--- config.mk ---
export PLATFORM = sky130hd
export DESIGN_NAME = change_dispenser_flat
export DESIGN_NICKNAME = d
export VERILOG_FILES = /design/src/rtl/change_dispenser_if.sv /design/src/rtl/change_dispenser.sv /design/src/flat_wrapper.sv
export SDC_FILE = /design/constraint.sdc
export NUM_CORES = 1
export LEC_CHECK = 0
export CORE_MARGIN = 1.5
export CORE_UTILIZATION = 53
export DETAILED_ROUTE_END_ITERATION = 8
export DONT_BUFFER_PORTS = 1
export PLACE_DENSITY = 0.68
export SYNTH_ARGS = -nofsm -noshare
export SYNTH_HDL_FRONTEND = slang
export SYNTH_SLANG_ARGS = --single-unit
--- constraint.sdc ---
create_clock -name clk -period 5.6 [get_ports clk]
set_input_delay 0.56 -clock clk [delete_from_list [all_inputs] [get_ports clk]]
set_output_delay 0.56 -clock clk [all_outputs]
set_load 0.005 [all_outputs]
--- src/rtl/change_dispenser_if.sv ---
// ============================================================
// change_dispenser_if: change request in, per-item payout handshake and status out
// Rev 1.0
// ============================================================
`default_nettype none

interface change_dispenser_if;
  logic [11:0] change_in;
  logic        change_valid;
  logic        eject_ack;
  logic        clear_fault;
  logic        eject_req;
  logic [1:0]  eject_denom;
  logic        busy;
  logic [9:0]  remaining;
  logic [7:0]  coin_count;
  logic        done;
  logic        fault;
  logic        bcd_err;

  // master: transaction block / payout mechanism side
  modport master (
    output change_in, change_valid, eject_ack, clear_fault,
    input  eject_req, eject_denom, busy, remaining, coin_count, done, fault, bcd_err
  );

  modport slave (
    input  change_in, change_valid, eject_ack, clear_fault,
    output eject_req, eject_denom, busy, remaining, coin_count, done, fault, bcd_err
  );
endinterface

`default_nettype wire

--- src/rtl/change_dispenser.sv ---
// ============================================================
// change_dispenser: pays a BCD change amount out greedily, one item per req/ack
// Rev 1.0
// ============================================================
`default_nettype none

module change_dispenser #(
  parameter int ACK_TIMEOUT = 1000,
  parameter int GAP_CYCLES  = 4
) (
  input  wire logic          clk,
  input  wire logic          rst,
  change_dispenser_if.slave  if_bus
);

  localparam int c_TMO_W = (ACK_TIMEOUT > 1) ? $clog2(ACK_TIMEOUT + 1) : 1;
  localparam int c_GAP_W = (GAP_CYCLES  > 1) ? $clog2(GAP_CYCLES + 1)  : 1;
  localparam logic [c_TMO_W-1:0] c_TMO_LAST = c_TMO_W'(ACK_TIMEOUT - 1);
  localparam logic [c_GAP_W-1:0] c_GAP_LAST = c_GAP_W'(GAP_CYCLES - 1);

  typedef enum logic [2:0] {
    S_IDLE   = 3'd0,
    S_LOAD   = 3'd1,
    S_SELECT = 3'd2,
    S_EJECT  = 3'd3,
    S_GAP    = 3'd4,
    S_DONE   = 3'd5,
    S_FAULT  = 3'd6
  } state_t;

  state_t               r_state;
  logic                 r_eject_req;
  logic [1:0]           r_eject_denom;
  logic                 r_busy;
  logic [9:0]           r_remaining;
  logic [7:0]           r_coin_count;
  logic                 r_done;
  logic                 r_fault;
  logic                 r_bcd_err;
  logic [c_TMO_W-1:0]   r_tmo;
  logic [c_GAP_W-1:0]   r_gap;

  logic                 w_bcd_bad;
  logic [9:0]           w_bin;
  logic [1:0]           w_sel;
  logic [9:0]           w_denom_val;

  assign w_bcd_bad = (if_bus.change_in[11:8] > 4'd9) ||
                     (if_bus.change_in[7:4]  > 4'd9) ||
                     (if_bus.change_in[3:0]  > 4'd9);

  assign w_bin = (10'(if_bus.change_in[11:8]) * 10'd100) +
                 (10'(if_bus.change_in[7:4])  * 10'd10)  +
                  10'(if_bus.change_in[3:0]);

  // Greedy pick: largest denomination not exceeding what is still owed
  always_comb begin
    w_sel = 2'b00;
    if (r_remaining >= 10'd20)
      w_sel = 2'b11;
    else if (r_remaining >= 10'd10)
      w_sel = 2'b10;
    else if (r_remaining >= 10'd5)
      w_sel = 2'b01;
  end

  always_comb begin
    w_denom_val = 10'd1;
    case (r_eject_denom)
      2'b00:   w_denom_val = 10'd1;
      2'b01:   w_denom_val = 10'd5;
      2'b10:   w_denom_val = 10'd10;
      default: w_denom_val = 10'd20;
    endcase
  end

  always_ff @(posedge clk or negedge rst) begin
    if (!rst) begin
      r_state       <= S_IDLE;
      r_eject_req   <= 1'b0;
      r_eject_denom <= 2'b00;
      r_busy        <= 1'b0;
      r_remaining   <= 10'd0;
      r_coin_count  <= 8'd0;
      r_done        <= 1'b0;
      r_fault       <= 1'b0;
      r_bcd_err     <= 1'b0;
      r_tmo         <= '0;
      r_gap         <= '0;
    end else begin
      r_done    <= 1'b0;
      r_bcd_err <= 1'b0;
      case (r_state)
        S_IDLE: begin
          if (if_bus.change_valid) begin
            if (w_bcd_bad) begin
              r_bcd_err <= 1'b1;
            end else begin
              r_remaining  <= w_bin;
              r_coin_count <= 8'd0;
              r_busy       <= 1'b1;
              r_state      <= S_LOAD;
            end
          end
        end
        S_LOAD: begin
          r_state <= (r_remaining == 10'd0) ? S_DONE : S_SELECT;
        end
        S_SELECT: begin
          r_eject_denom <= w_sel;
          r_eject_req   <= 1'b1;
          r_tmo         <= '0;
          r_state       <= S_EJECT;
        end
        S_EJECT: begin
          // An ack in the same cycle the timer expires still counts as delivered
          if (if_bus.eject_ack) begin
            r_eject_req <= 1'b0;
            r_remaining <= r_remaining - w_denom_val;
            if (r_coin_count != 8'hFF)
              r_coin_count <= r_coin_count + 8'd1;
            r_gap       <= '0;
            r_state     <= S_GAP;
          end else if (r_tmo == c_TMO_LAST) begin
            r_eject_req <= 1'b0;
            r_fault     <= 1'b1;
            r_state     <= S_FAULT;
          end else begin
            r_tmo <= r_tmo + c_TMO_W'(1);
          end
        end
        S_GAP: begin
          if (r_gap == c_GAP_LAST)
            r_state <= (r_remaining == 10'd0) ? S_DONE : S_SELECT;
          else
            r_gap <= r_gap + c_GAP_W'(1);
        end
        S_DONE: begin
          r_done  <= 1'b1;
          r_busy  <= 1'b0;
          r_state <= S_IDLE;
        end
        S_FAULT: begin
          if (if_bus.clear_fault) begin
            r_remaining <= 10'd0;
            r_fault     <= 1'b0;
            r_busy      <= 1'b0;
            r_state     <= S_IDLE;
          end
        end
        default: begin
          r_eject_req <= 1'b0;
          r_busy      <= 1'b0;
          r_state     <= S_IDLE;
        end
      endcase
    end
  end

  assign if_bus.eject_req   = r_eject_req;
  assign if_bus.eject_denom = r_eject_denom;
  assign if_bus.busy        = r_busy;
  assign if_bus.remaining   = r_remaining;
  assign if_bus.coin_count  = r_coin_count;
  assign if_bus.done        = r_done;
  assign if_bus.fault       = r_fault;
  assign if_bus.bcd_err     = r_bcd_err;

endmodule

`default_nettype wire

--- src/flat_wrapper.sv ---
// flat-port wrapper written by rule: the top's interface ports become plain ports
module change_dispenser_flat 
#(
  parameter int ACK_TIMEOUT = 1000,
  parameter int GAP_CYCLES  = 4
)
  (clk, rst, if_bus_change_in, if_bus_change_valid, if_bus_eject_ack, if_bus_clear_fault, if_bus_eject_req, if_bus_eject_denom, if_bus_busy, if_bus_remaining, if_bus_coin_count, if_bus_done, if_bus_fault, if_bus_bcd_err);
  change_dispenser_if if_bus_i ();
  input  wire logic clk;
  input  wire logic rst;
  input wire logic [$bits(if_bus_i.change_in)-1:0] if_bus_change_in;
  input wire logic [$bits(if_bus_i.change_valid)-1:0] if_bus_change_valid;
  input wire logic [$bits(if_bus_i.eject_ack)-1:0] if_bus_eject_ack;
  input wire logic [$bits(if_bus_i.clear_fault)-1:0] if_bus_clear_fault;
  output wire logic [$bits(if_bus_i.eject_req)-1:0] if_bus_eject_req;
  output wire logic [$bits(if_bus_i.eject_denom)-1:0] if_bus_eject_denom;
  output wire logic [$bits(if_bus_i.busy)-1:0] if_bus_busy;
  output wire logic [$bits(if_bus_i.remaining)-1:0] if_bus_remaining;
  output wire logic [$bits(if_bus_i.coin_count)-1:0] if_bus_coin_count;
  output wire logic [$bits(if_bus_i.done)-1:0] if_bus_done;
  output wire logic [$bits(if_bus_i.fault)-1:0] if_bus_fault;
  output wire logic [$bits(if_bus_i.bcd_err)-1:0] if_bus_bcd_err;
  assign if_bus_i.change_in = if_bus_change_in;
  assign if_bus_i.change_valid = if_bus_change_valid;
  assign if_bus_i.eject_ack = if_bus_eject_ack;
  assign if_bus_i.clear_fault = if_bus_clear_fault;
  assign if_bus_eject_req = if_bus_i.eject_req;
  assign if_bus_eject_denom = if_bus_i.eject_denom;
  assign if_bus_busy = if_bus_i.busy;
  assign if_bus_remaining = if_bus_i.remaining;
  assign if_bus_coin_count = if_bus_i.coin_count;
  assign if_bus_done = if_bus_i.done;
  assign if_bus_fault = if_bus_i.fault;
  assign if_bus_bcd_err = if_bus_i.bcd_err;
  change_dispenser #(.ACK_TIMEOUT(ACK_TIMEOUT), .GAP_CYCLES(GAP_CYCLES)) u_core (.clk(clk), .rst(rst), .if_bus(if_bus_i));
endmodule
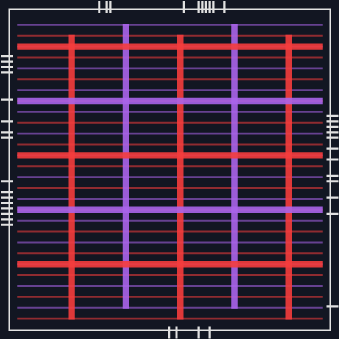
*Supply network*
Scale: 4 px per um. Pins as bars on the die edge.
[VDD] purple
[VSS] red
signal pins: 42
met1 rails: 28

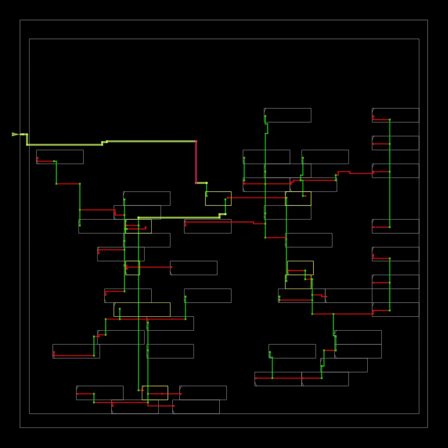
*Clock routing*
worst skew pair latency: 0.29 ns
registers: 41
Clock Buffer Count: 6
clock network power: 248 uW

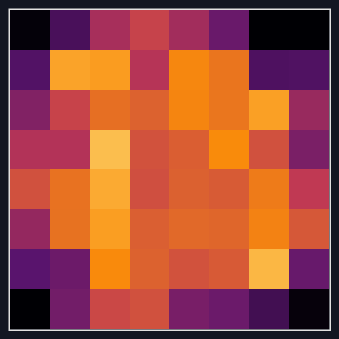
*Cell area per tile*
Scale: 4 px per um. The die is cut into 8 by 8 equal tiles; black is low, pale yellow is high, 0 to 100% covered.
nearly empty tiles: 7.8%
mean over tiles: 50%
tiles over 75% full: 11%
emptiest ninth of the die: north-east

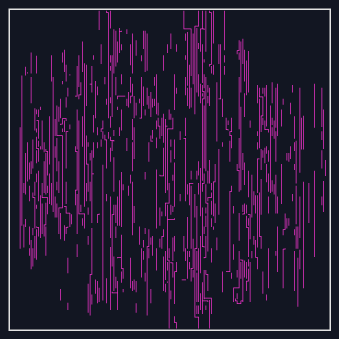
*M2 wires*
Scale: 4 px per um.
wire length on this layer: 3030 um
longest straight run: 37.4 um
share of all routed wire: 46%

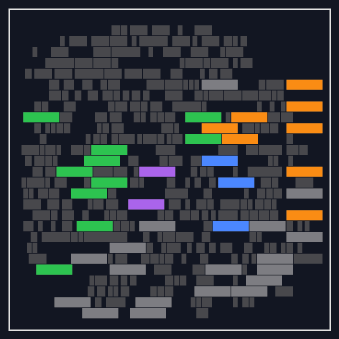
*Sequential cells coloured by netlist name*
Scale: 4 px per um.
[u_core.if_bus.remaining] green | placed flops: 10
[u_core.if_bus.coin_count] orange | placed flops: 8
[u_core.if_bus.eject_denom] purple | placed flops: 2
[u_core.r_state] blue | placed flops: 3

==> qor.yml <==
yosys:
  yosys_warnings: 0
  synth.net_count: 402
  yosys_cells: 344
  syn_area_per_cell_um2: 9.104
  synthCells: 344
  synthArstFlopShare: 1.000
final_layout:
  drive_above_1_share: 0.06414
  lay_top_cells: "41 x dfrtp_1, 35 x ha_1, 29 x nand2_1"
clock_tree:
  cts_buffer_depth: 2
  cts_tree: "done"
  clkTransAtPathRegs_ns: 0.09
  cts_sinks: 41
  cts-root-buf: "clkbuf_8"
route:
  dr.pass1.iters: 4
  viasPerCell: 5.752
  ant_nets: 0
placed_design:
  port_buffers: 0
  hpwl_mm: 5.080
final_timing:
  setup_slack_ns: 2.794
  setup-violations-final: 0
  fin_setup_tns_ns: 0
  slew_headroom: 0.5606
  finClkSkew_ns: 0.008798
power:
  ir_drop_mv: 0.5380
global_routing:
  grt_pass1_vias: 2211
worst_setup_path:
  worstPathRequired_ns: 5.76
  crit_top_cell: "ha_1"
  cp_slowest_cell: "fa_1"
  cp.arrival_ns: 2.96
floorplan:
  io_pins: 42
  chipHeight_um: 79.87
outcome:
  status: "completed"
worst max-delay path, delay by kind of cell:
kind	cells	cell delay [ns]
xor+xnor	2	0.30
compound gates	5	0.58
fa+ha+maj	5	1.54
registers in the layout, summed over array words and instances (netlist names):
| register | flops |
|---|---|
| u_core.if_bus.eject_denom | 2 |
| u_core.r_state | 3 |
| u_core.if_bus.coin_count | 8 |
| u_core.if_bus.remaining | 10 |
| u_core.r_gap | 3 |
| u_core.if_bus.bcd_err | 1 |
| u_core.if_bus.done | 1 |
| u_core.if_bus.eject_req | 1 |
| u_core.if_bus.fault | 1 |
| u_core.if_bus.busy | 1 |
| u_core.r_tmo | 10 |
synth_stat cells (4+ instances only):
cell type,instances,area share
or3_1,6,0.012
nor2b_1,5,0.010
o21ai_0,27,0.043
fa_1,6,0.038
nor3_1,6,0.0096
a21o_1,5,0.012
dfrtp_1,41,0.33
and2_1,4,0.0080
o21ai_1,8,0.013
xnor2_1,9,0.025
a31oi_1,5,0.010
a21oi_1,24,0.038
nor2_1,27,0.032
nand2b_1,5,0.010
xor2_1,10,0.028
ha_1,35,0.14
nand3_1,4,0.0064
nand2_1,29,0.035
inv_1,24,0.029
a211oi_1,5,0.012
stage by stage:
step           area [um^2]  hold slack [ns]
5_1_grt               3292          0.09906
4_1_cts               3292          0.09804
3_5_place_dp          3152           0.2661
6_report              3292          0.09539
3_3_place_gp          3152           0.2655
2_1_floorplan         3132           0.2644
worst min path at each step:
stage / start / to / slack, ns
CTS: rst / u_core.if_bus.coin_count[7] / 0.1
global route: rst / u_core.if_bus.coin_count[7] / 0.1
finish: rst / u_core.if_bus.coin_count[7] / 0.1
detailed placement: rst / u_core.r_tmo[0] / 0.27
global placement: rst / u_core.r_gap[0] / 0.27
floorplan: rst / u_core.if_bus.bcd_err / 0.26
routing by layer:
metal | vias to the layer above | global-route usage | part of all wire
li1 | 1217 | - | -
met5 | - | 0 | 0
met4 | 0 | 0.03966 | 0.0012
met1 | 1127 | 0.3096 | 0.50
met3 | 2 | 0.06743 | 0.043
met2 | 41 | 0.3271 | 0.46
cells by family (layout without fill, tap and decap cells):
family          Yosys count  after routing  share of synthesized area
buf+inv                  34             33                    0.05114
compound gates           97             97                     0.1922
flops                    41             41                     0.3276
xor+xnor                 19             19                    0.05314
fa+ha+maj                41             41                     0.1782
mux                       2              2                   0.006792
simple gates            110            110                     0.1910
where the power goes:
part | total, mW | switching, mW | internal, mW
clock | 0.248 | 0.103 | 0.145
sequential | 0.560 | 0.170 | 0.390
combinational | 0.777 | 0.444 | 0.333
cell type report:
class / count / area [um^2] / share of cell area
flip-flops and latches: 41 / 1026 / 0.3117
inverters: 24 / 90.09 / 0.02737
multi-input cells: 269 / 1946 / 0.5910
clock inverters: 2 / 37.54 / 0.01140
clock buffers: 6 / 82.58 / 0.02509
repair buffers: 1 / 20.02 / 0.006081
well taps: 72 / 90.09 / 0.02737
Power is estimated from default activity; no workload was simulated.
